### The clock network

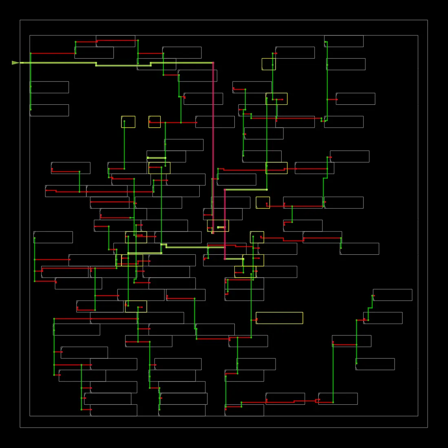
### M3 wires

(4 px per µm)
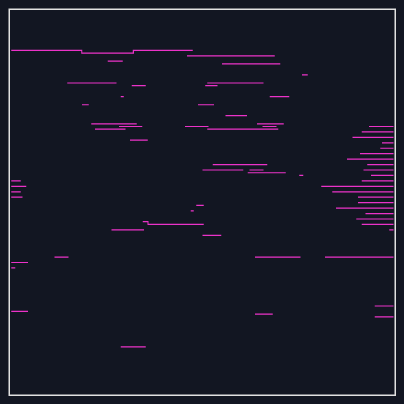
### Routed metal per tile

(4 px per µm) The die is cut into 19 by 19 equal tiles; black is low, pale yellow is high, scaled to the fullest tile. Values are wire area over tile area, all layers added.
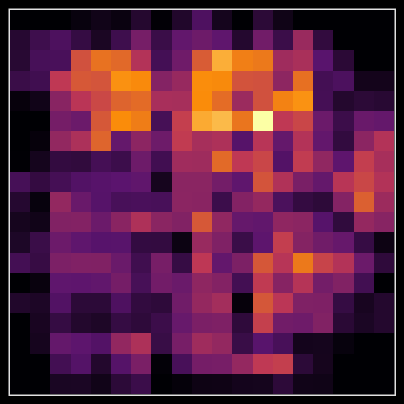
[src/rtl/mux_uart.sv]
// mux_uart: memory-mapped 8N1 UART with a small transmit FIFO.
//
// Register window (two bytes starting at BASE_ADDR):
//   BASE_ADDR     read : STATUS  {2'b0, TXOVF, FERR, OVR, TXIDLE, TXRDY, RXRDY}
//                 write: CONTROL bit0=1 clears RXRDY, bit1=1 clears OVR/FERR/TXOVF
//   BASE_ADDR + 1 read : last received byte
//                 write: push byte into the TX FIFO (dropped with TXOVF if full)
//
// Ports:
//   clock        single clock, all state on the rising edge
//   reset        asynchronous, active-high reset
//   addressBus   CPU address; select/dataInBus decode it combinationally
//   writeEnBus   one-cycle CPU write strobe
//   dataOutBus   CPU write data
//   dataInBus    read data toward the CPU (8'h00 outside the window)
//   select       high while addressBus is inside the window
//   rx           asynchronous serial input, idle high
//   tx           serial output, idle high
//   debug_state  {tx_state, rx_state}, for observing both FSMs
//
// Reads have no side effects; there is no read strobe.
module mux_uart #(
   parameter logic [15:0] BASE_ADDR    = 16'hF200,
   parameter int          CLKS_PER_BIT = 16,
   parameter int          FIFO_DEPTH   = 4
) (
   input  logic        clock,
   input  logic        reset,
   input  logic [15:0] addressBus,
   input  logic        writeEnBus,
   input  logic [7:0]  dataOutBus,
   output logic [7:0]  dataInBus,
   output logic        select,
   input  logic        rx,
   output logic        tx,
   output logic [3:0]  debug_state
);

   localparam int CNT_W = $clog2(CLKS_PER_BIT);
   localparam int PTR_W = (FIFO_DEPTH > 1) ? $clog2(FIFO_DEPTH) : 1;

   localparam logic [CNT_W-1:0] BIT_LAST  = CNT_W'(CLKS_PER_BIT - 1);
   localparam logic [CNT_W-1:0] HALF_LAST = CNT_W'(CLKS_PER_BIT / 2 - 1);
   localparam logic [PTR_W:0]   FIFO_FULL = (PTR_W + 1)'(FIFO_DEPTH);

   typedef enum logic [1:0] {
      ST_IDLE  = 2'd0,
      ST_START = 2'd1,
      ST_DATA  = 2'd2,
      ST_STOP  = 2'd3
   } uart_state_t;

   // ---------------------------------------------------------------
   // Address decode and register access
   // ---------------------------------------------------------------
   logic is_status;
   logic is_data;
   logic wr_ctrl;
   logic wr_data;
   logic clr_rx;
   logic clr_err;

   assign is_status = (addressBus == BASE_ADDR);
   assign is_data   = (addressBus == BASE_ADDR + 16'd1);
   assign select    = is_status | is_data;
   assign wr_ctrl   = writeEnBus & is_status;
   assign wr_data   = writeEnBus & is_data;
   assign clr_rx    = wr_ctrl & dataOutBus[0];
   assign clr_err   = wr_ctrl & dataOutBus[1];

   logic       rx_rdy;
   logic       ovr;
   logic       ferr;
   logic       tx_ovf;
   logic [7:0] rx_data;
   logic       tx_idle;
   logic       tx_rdy;

   always_comb begin
      dataInBus = 8'h00;
      if (is_status)
         dataInBus = {2'b00, tx_ovf, ferr, ovr, tx_idle, tx_rdy, rx_rdy};
      else if (is_data)
         dataInBus = rx_data;
   end

   // ---------------------------------------------------------------
   // TX FIFO
   // FIFO -> shifter handshake: valid = !fifo_empty, ready = shifter in
   // IDLE or on the last clock of STOP. A transfer (tx_pop) happens on
   // any clock where both are high; the head entry stays stable while
   // valid is high and ready is low.
   // ---------------------------------------------------------------
   logic [7:0]     fifo_mem [FIFO_DEPTH];
   logic [PTR_W-1:0] wr_ptr;
   logic [PTR_W-1:0] rd_ptr;
   logic [PTR_W:0]   fifo_count;
   logic           fifo_empty;
   logic           fifo_full;
   logic           tx_pop;
   logic           push_ok;
   logic           tx_ovf_set;
   logic [7:0]     fifo_head;

   uart_state_t    tx_state;
   logic [CNT_W-1:0] tx_cnt;
   logic [2:0]     tx_bit;
   logic [7:0]     tx_shift;

   assign fifo_empty = (fifo_count == '0);
   assign fifo_full  = (fifo_count == FIFO_FULL);
   assign fifo_head  = fifo_mem[rd_ptr];
   assign tx_pop     = !fifo_empty &&
                       ((tx_state == ST_IDLE) ||
                        (tx_state == ST_STOP && tx_cnt == BIT_LAST));
   // A pop in the same clock frees a slot, so a full FIFO still accepts.
   assign push_ok    = wr_data && (!fifo_full || tx_pop);
   assign tx_ovf_set = wr_data && fifo_full && !tx_pop;
   assign tx_rdy     = !fifo_full;
   assign tx_idle    = fifo_empty && (tx_state == ST_IDLE);

   always_ff @(posedge clock) begin
      if (push_ok)
         fifo_mem[wr_ptr] <= dataOutBus;
   end

   always_ff @(posedge clock or posedge reset) begin
      if (reset) begin
         wr_ptr     <= '0;
         rd_ptr     <= '0;
         fifo_count <= '0;
      end else begin
         if (push_ok)
            wr_ptr <= wr_ptr + 1'b1;
         if (tx_pop)
            rd_ptr <= rd_ptr + 1'b1;
         case ({push_ok, tx_pop})
            2'b10:   fifo_count <= fifo_count + 1'b1;
            2'b01:   fifo_count <= fifo_count - 1'b1;
            default: fifo_count <= fifo_count;
         endcase
      end
   end

   // ---------------------------------------------------------------
   // TX FSM: 8N1, LSB first; tx is a registered output
   // ---------------------------------------------------------------
   always_ff @(posedge clock or posedge reset) begin
      if (reset) begin
         tx_state <= ST_IDLE;
         tx       <= 1'b1;
         tx_cnt   <= '0;
         tx_bit   <= '0;
         tx_shift <= '0;
      end else begin
         case (tx_state)
            ST_IDLE: begin
               if (tx_pop) begin
                  tx_shift <= fifo_head;
                  tx       <= 1'b0;
                  tx_cnt   <= '0;
                  tx_state <= ST_START;
               end
            end
            ST_START: begin
               if (tx_cnt == BIT_LAST) begin
                  tx_cnt   <= '0;
                  tx_bit   <= '0;
                  tx       <= tx_shift[0];
                  tx_state <= ST_DATA;
               end else begin
                  tx_cnt <= tx_cnt + 1'b1;
               end
            end
            ST_DATA: begin
               if (tx_cnt == BIT_LAST) begin
                  tx_cnt <= '0;
                  if (tx_bit == 3'd7) begin
                     tx       <= 1'b1;
                     tx_state <= ST_STOP;
                  end else begin
                     tx_shift <= {1'b0, tx_shift[7:1]};
                     tx       <= tx_shift[1];
                     tx_bit   <= tx_bit + 1'b1;
                  end
               end else begin
                  tx_cnt <= tx_cnt + 1'b1;
               end
            end
            ST_STOP: begin
               if (tx_cnt == BIT_LAST) begin
                  tx_cnt <= '0;
                  // Back-to-back frames: next start bit follows directly.
                  if (tx_pop) begin
                     tx_shift <= fifo_head;
                     tx       <= 1'b0;
                     tx_state <= ST_START;
                  end else begin
                     tx_state <= ST_IDLE;
                  end
               end else begin
                  tx_cnt <= tx_cnt + 1'b1;
               end
            end
            default: begin
               tx_state <= ST_IDLE;
               tx       <= 1'b1;
            end
         endcase
      end
   end

   // ---------------------------------------------------------------
   // RX synchronizer and FSM
   // ---------------------------------------------------------------
   logic [1:0]     rx_sync;
   logic           rx_s;
   uart_state_t    rx_state;
   logic [CNT_W-1:0] rx_cnt;
   logic [2:0]     rx_bit;
   logic [7:0]     rx_shift;
   logic           rx_wait;  // framing error seen; holding in STOP until line high
   logic           rx_good;
   logic           rx_bad;

   assign rx_s    = rx_sync[1];
   assign rx_good = (rx_state == ST_STOP) && !rx_wait && (rx_cnt == BIT_LAST) && rx_s;
   assign rx_bad  = (rx_state == ST_STOP) && !rx_wait && (rx_cnt == BIT_LAST) && !rx_s;

   always_ff @(posedge clock or posedge reset) begin
      if (reset)
         rx_sync <= 2'b11;
      else
         rx_sync <= {rx_sync[0], rx};
   end

   always_ff @(posedge clock or posedge reset) begin
      if (reset) begin
         rx_state <= ST_IDLE;
         rx_cnt   <= '0;
         rx_bit   <= '0;
         rx_shift <= '0;
         rx_wait  <= 1'b0;
      end else begin
         case (rx_state)
            ST_IDLE: begin
               rx_cnt <= '0;
               if (!rx_s)
                  rx_state <= ST_START;
            end
            ST_START: begin
               if (rx_cnt == HALF_LAST) begin
                  rx_cnt <= '0;
                  rx_bit <= '0;
                  // Line back high at mid start bit: treat as a glitch.
                  rx_state <= rx_s ? ST_IDLE : ST_DATA;
               end else begin
                  rx_cnt <= rx_cnt + 1'b1;
               end
            end
            ST_DATA: begin
               if (rx_cnt == BIT_LAST) begin
                  rx_cnt   <= '0;
                  rx_shift <= {rx_s, rx_shift[7:1]};
                  if (rx_bit == 3'd7)
                     rx_state <= ST_STOP;
                  else
                     rx_bit <= rx_bit + 1'b1;
               end else begin
                  rx_cnt <= rx_cnt + 1'b1;
               end
            end
            ST_STOP: begin
               if (rx_wait) begin
                  if (rx_s) begin
                     rx_wait  <= 1'b0;
                     rx_state <= ST_IDLE;
                  end
               end else if (rx_cnt == BIT_LAST) begin
                  rx_cnt <= '0;
                  if (rx_s)
                     rx_state <= ST_IDLE;
                  else
                     rx_wait <= 1'b1;
               end else begin
                  rx_cnt <= rx_cnt + 1'b1;
               end
            end
            default: rx_state <= ST_IDLE;
         endcase
      end
   end

   // ---------------------------------------------------------------
   // Sticky flags and receive data; a set wins over a clear.
   // ---------------------------------------------------------------
   always_ff @(posedge clock or posedge reset) begin
      if (reset) begin
         rx_rdy  <= 1'b0;
         ovr     <= 1'b0;
         ferr    <= 1'b0;
         tx_ovf  <= 1'b0;
         rx_data <= 8'h00;
      end else begin
         // A clear of RXRDY in the same clock as a good byte makes room
         // for that byte, so it is loaded and is not an overrun.
         if (rx_good && (!rx_rdy || clr_rx)) begin
            rx_data <= rx_shift;
            rx_rdy  <= 1'b1;
         end else if (clr_rx) begin
            rx_rdy <= 1'b0;
         end

         if (rx_good && rx_rdy && !clr_rx)
            ovr <= 1'b1;
         else if (clr_err)
            ovr <= 1'b0;

         if (rx_bad)
            ferr <= 1'b1;
         else if (clr_err)
            ferr <= 1'b0;

         if (tx_ovf_set)
            tx_ovf <= 1'b1;
         else if (clr_err)
            tx_ovf <= 1'b0;
      end
   end

   assign debug_state = {tx_state, rx_state};

endmodule

[config.mk]
export PLATFORM = sky130hd
export DESIGN_NAME = mux_uart
export DESIGN_NICKNAME = d
export VERILOG_FILES = /design/src/rtl/mux_uart.sv
export SDC_FILE = /design/constraint.sdc
export NUM_CORES = 1
export LEC_CHECK = 0
export CAP_MARGIN = 20
export CORE_MARGIN = 2
export CORE_UTILIZATION = 55
export DETAILED_ROUTE_END_ITERATION = 8
export GPL_TIMING_DRIVEN = 0
export PLACE_DENSITY = 0.77
export SYNTH_ARGS = -nofsm -noshare
export SYNTH_HDL_FRONTEND = slang
export SYNTH_SLANG_ARGS = --single-unit
export TNS_END_PERCENT = 5
[constraint.sdc]
create_clock -name clock -period 7.6 [get_ports clock]
set_input_delay 1.14 -clock clock [delete_from_list [all_inputs] [get_ports clock]]
set_output_delay 1.14 -clock clock [all_outputs]
set_load 0.05 [all_outputs]
==> run summary <==
DIE AREA: 9236 µm²
peak supply drop: 153.7 µV
Area growth syn-to-layout: 16.33%
Seq power: 547 µW
GR peak layer: met2
met2 Use GR: 34.49%
vias in the first global route: 3284
PD cells: 200.9 nW/µm²
Layout Cells excl Fill: 556
LEAKAGE: 2.179 nW
chip width: 96.11 µm
ao+oa area frac: 10.99%
combinational power share: 20.1%
sw frac: 29.71%
drt via density: 6.034
max-slew violations: 0
DRT met1 WL: 4.176 mm
Max Root-Sink Buffers: 2
Crit. End Element: primary output
Layout Nets: 492
layout cell share with drive strength beyond 1: 14.86%
Pint: 766.4 µW
hold_buf cts: 0
Post-synth EDFFs: 32
top post-synthesis cells by count: dfrtp_1 (54), edfxtp_1 (32), nand2_1 (31)
HP Class: reg2reg
outcome: completed
first-pass GRT wire length: 15.37 mm
About 'The clock network':
clock network power: 324 µW
Flops: 89

About 'M3 wires':
main direction: horizontal
share of all routed wire: 5.3%
longest straight run: 21.6 µm
WL final: 9.215 mm
vias: 3355
GR Util met3: 3.681%

About 'Routed metal per tile':
mean over tiles: 0.16
nearly empty tiles: 11%
densest ninth of the die: top centre
emptiest ninth of the die: lower left
fullest tile: 0.57
All-Layer GR Usage: 21.44%
Wirelength per Cell: 16.57 µm

[registers in the layout, summed over array words and instances (netlist names), 2 cells and up, named ones only]
signal,count
fifo_count,3
fifo_mem,32
rd_ptr,2
rx_bit,3
rx_cnt,4
rx_data,8
rx_shift,8
rx_sync,2
tx_bit,3
tx_cnt,4
tx_shift,8
tx_state,2
wr_ptr,2
[per-stage QoR]
| step | total power [mW] | instance area, µm² | utilization [%] |
|---|---|---|---|
| after floorplan | 0.7070 | 4666 | - |
| after global placement | 0.7645 | 5207 | 63.38 |
| after detailed placement | 0.7735 | 5228 | 63.62 |
| after CTS | 1.098 | 5428 | 66.06 |
| after global routing | 1.146 | 5428 | 66.06 |
| final | 1.090 | 5428 | 66.06 |
[area by class of cell]
class / count / area, µm²
multi-input combinational: 266 / 2097
buffer: 24 / 125.1
fill: 625 / 2789
sequential: 89 / 2391
inverter: 14 / 52.55
timing repair buffer: 42 / 430.4
clock buffer: 9 / 123.9
tap: 105 / 131.4
clock inverter: 7 / 76.32
[worst reg2reg max path: stages, from the launching register on]
cell	delay, ns
dfrtp_1	0.49
inv_1	0.13
ha_1	0.28
a41oi_1	0.25
nand3_1	0.14
and4_1	0.21
buf_4	0.16
inv_1	0.05
ha_1	0.16
inv_1	0.06
fa_1	0.38
xor2_1	0.15
nor2_1	0.11
xor2_1	0.15
[worst max path at each step]
| stage | cells past startpoint | to | slack (ns) |
|---|---|---|---|
| floorplan | 4 | dataInBus[6] | 3.98 |
| global placement | 6 | dataInBus[6] | 3.03 |
| detailed placement | 6 | dataInBus[6] | 3.03 |
| CTS | 6 | dataInBus[6] | 3.03 |
| global route | 6 | dataInBus[7] | 2.94 |
| finish | 6 | dataInBus[6] | 3.05 |
Power figures rest on the tool's default switching activity, not on a simulated workload.
